Fig. 1: placement density heat map
7 x 7 tiles, from white (low) to dark blue (high), 0 to 100% covered.
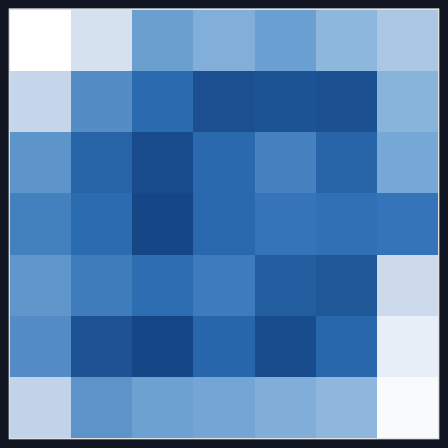
Fig. 2: signal wires on met2
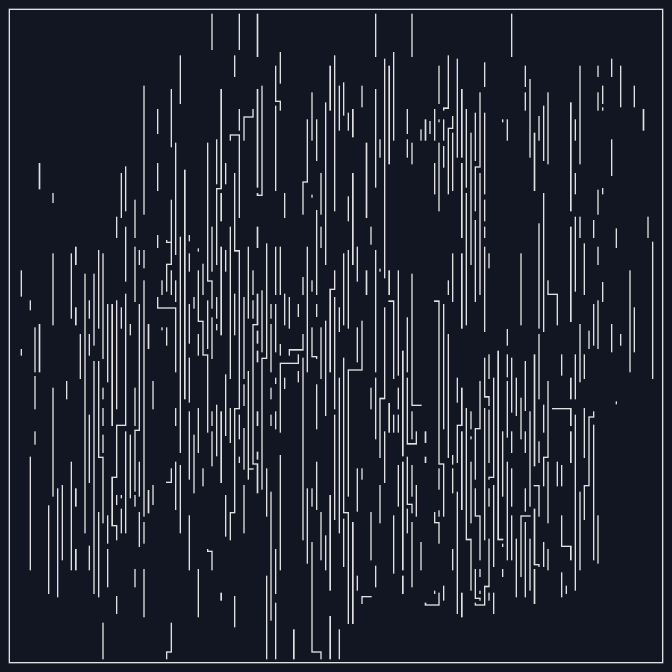
Fig. 3: wiring by layer
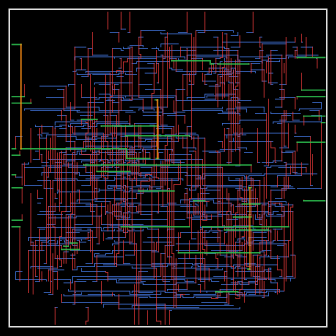
Fig. 4: gate families picked out
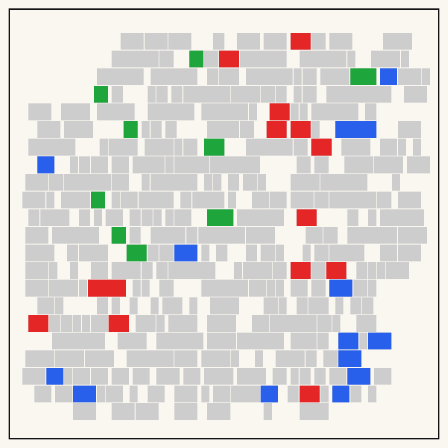
Fig. 5: routing congestion
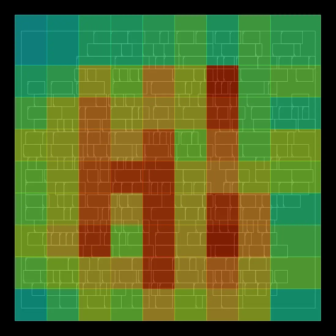
==> config.mk <==
export PLATFORM = sky130hd
export DESIGN_NAME = sig_gen_param
export DESIGN_NICKNAME = d
export VERILOG_FILES = /design/src/rtl/sig_gen_param.sv
export SDC_FILE = /design/constraint.sdc
export NUM_CORES = 1
export LEC_CHECK = 0
export CORE_UTILIZATION = 55
export DETAILED_ROUTE_END_ITERATION = 6
export HOLD_SLACK_MARGIN = 0.15
export PLACE_DENSITY = 0.8
export SLEW_MARGIN = 20
export SYNTH_ARGS = -nofsm -noshare
export SYNTH_HDL_FRONTEND = slang
export SYNTH_SLANG_ARGS = --single-unit
==> constraint.sdc <==
create_clock -name clk -period 3.6 [get_ports clk]
set_clock_uncertainty 0.2 [all_clocks]
set_input_delay 0.54 -clock clk [delete_from_list [all_inputs] [get_ports clk]]
set_output_delay 0.54 -clock clk [all_outputs]
set_load 0.05 [all_outputs]
==> out/metrics.yaml <==
drt:
  drc: 0
  viasPerCell: 5.84
  dr.first_iter.drc_count: 168
  firstDrtPassIters: 5
  ant_nets: 0
timing:
  maxSlewViolCount: 0
  max_freq_ghz: 0.289
  setup_ws_ns: 0.145
  relSlewSlack: 0.611
  tightest_slew_ns: 0.582
  final-hold-violation-count: 0
  period_used_share: 0.960
  setup_viol: 0
  rsz0062_at_grt: "yes"
hold_path:
  min_path_cells: 2
  hold_class: "flop to flop"
finish:
  final_cell_mix: "ha_1 (32), clkdlybuf4s50_1 (29), inv_1 (27), nand2_1 (23), dfxtp_1 (23)"
  insertedDiodeCount: 0
  seq_area_sq_um: 460
  area_growth_pct: 20.9
  largest_register_ffs: 8
  drive_gt1_frac: 0.191
  fillCellCount: 298
  logic_area_sq_mm: 0.00163
yosys:
  ys_seq_elements: 23
  synthFlopType: "dfxtp_1"
  synth_chip_area_sq_mm: 0.00226
  yosys_warnings: 0
  ys_top_cells_by_count: "ha_1 (32), inv_1 (27), dfxtp_1 (23), nand2_1 (23), a21oi_1 (16)"
  syn_area_per_cell_sq_um: 8.55
  largest_area_cell: "dfxtp_1"
  ys_seq_share: 0.204
  yosysMostFrequentCell: "ha_1"
  edf_count: 0
  synthDistinctLibCells: 62
  synthDominantCellAreaShare: 0.204
  async_reset_ff_frac: 0
  fp_nets: 322
  syn_area_sq_mm: 0.00226
  yosys-top-cells-area: "dfxtp_1 (20%), ha_1 (18%), inv_1 (4.5%), nand2_1 (3.8%), a21oi_1 (3.5%)"
grt:
  grt_use_met2: 0.455
  grt_start_max_net_pins: 15
  grt_pass1_wl_microns: 8990
  overflow: 0
  grt_antenna_before_repair: 0
  grt_pass1_vias: 1945
pwr:
  p_per_area_mw_per_mm2: 207
  p_leak_nw: 1.25
  ir_worst_vdd_mv: 0.205
  power_mw: 0.565
flow_run:
  warnings: 35
  cap_violations: 0
setup_path:
  worstPathRequired_ns: 3.59
  critPathMaxFanout: 4
  reg2reg_slack_ns: 0.86
  endpoint_kind: "flop"
  startpoint_type: "input pin"
  cp_data_arrival_time_ns: 3.45
  reg2reg_depth: 10
  path_class: "input pin to flop"
placement:
  dpl_cell_area_sq_mm: 0.00267
  pre_cts_slack_ns: -0.151
  gp_congestion: 0.859
  dp_hpwl_microns: 4290
clock_tree:
  clock-root-buffer: "clkbuf_8"
  htree_num_levels: 1
  clockBufferDepth: 2
  worstSkewPairLatency_ns: 0.27
  cts_tree: "built"
  clkSinkCount: 23
  cts-buffers-inserted: 3
  clkTransAtPathRegs_ns: 0.08
floorplanning:
  chipArea_sq_mm: 0.00436
  die_h_microns: 66.0
  die_x_microns: 66.0
  io-pin-count: 30
  rows: 22
run_status:
  status: "finished, final reports clean"
## Picture notes: Fig. 1
nearly empty tiles	2.0%
tiles over 75% full	39%
densest ninth of the die	middle
fullest tile	91%
mean over tiles	61%
Finished Core Util: 0.718
Init Core Util: 0.594

## Picture notes: Fig. 2
longest straight run	26.2 microns
share of all routed wire	47%
wire length on this layer	2490 microns
final WL: 5270 microns
DR vias: 2054

## Picture notes: Fig. 3
colour	layer	wire length
green	M3	250 microns
blue	M1	2480 microns
orange	M4	51.0 microns
red	M2	2490 microns
Tot GR Track Use: 0.268
routed length per instance: 15.0 microns

## Picture notes: Fig. 4
colour	family	cells
red	xor and xnor cells	13
green	and/or cells	9
blue	non-inverting ao/oa cells	13
Non-Filler Instances: 352
fraction of area in multi-input gates: 0.598
most used logic cell in the final layout: ha_1

## Picture notes: Fig. 5
grt peak-use layer: met2
met1 Use GR: 0.358

## kinds of logic (layout without fill, tap and decap cells)
logic type | Yosys count | after routing | share of synthesized area
buffers and inverters | 40 | 80 | 0.0804
flip-flops | 23 | 23 | 0.204
multiplexers | 2 | 2 | 0.0111
XOR/XNOR | 13 | 13 | 0.0505
AND/OR/NAND/NOR | 80 | 80 | 0.186
AND-OR/OR-AND | 71 | 71 | 0.263
adder cells (fa/ha/maj) | 35 | 35 | 0.204
## layer usage
metal	share of wire	routed length, microns
met1	0.47	2480
met5	0	0
met3	0.047	250
met2	0.47	2490
met4	0.0097	51
## worst max-delay path: stages
cell	delay, ns
clkdlybuf4s50_1	0.50
inv_1	0.06
a41o_1	0.24
buf_4	0.14
ha_1	0.20
inv_1	0.08
fa_1	0.45
nor4_1	0.32
mux2_4	0.24
a21boi_4	0.07
buf_4	0.14
a31oi_1	0.20
nand3_1	0.10
a21oi_1	0.16
## cell type report
| cell class | instances | share of cell area |
|---|---|---|
| multi-input cells | 201 | 0.598 |
| clock buffers | 3 | 0.0151 |
| repair buffers | 46 | 0.153 |
| inverters | 30 | 0.0413 |
| well taps | 48 | 0.0220 |
| clock inverters | 1 | 0.00184 |
| flip-flops and latches | 23 | 0.169 |
## power breakdown
part           internal, mW  total (mW)  switching, mW
Sequential            0.257       0.261        0.00349
Combinational        0.0685       0.141         0.0722
Clock                0.0773       0.164         0.0868
## timing repair
action                                  in CTS  in global routing
endpoints found under the setup margin       0                  5
hold buffers                                 0                  0
setup buffers                                0                  0
resized                                      0                  3
## stage by stage
stage          utilization  std cells  TNS, ns
3_3_place_gp         0.702        348   -0.173
3_5_place_dp         0.702        348   -0.849
5_1_grt              0.718        352  -0.0116
4_1_cts              0.714        352        0
6_report             0.718        352        0
2_1_floorplan            -        264        0
Power and IR drop assume default switching activity.
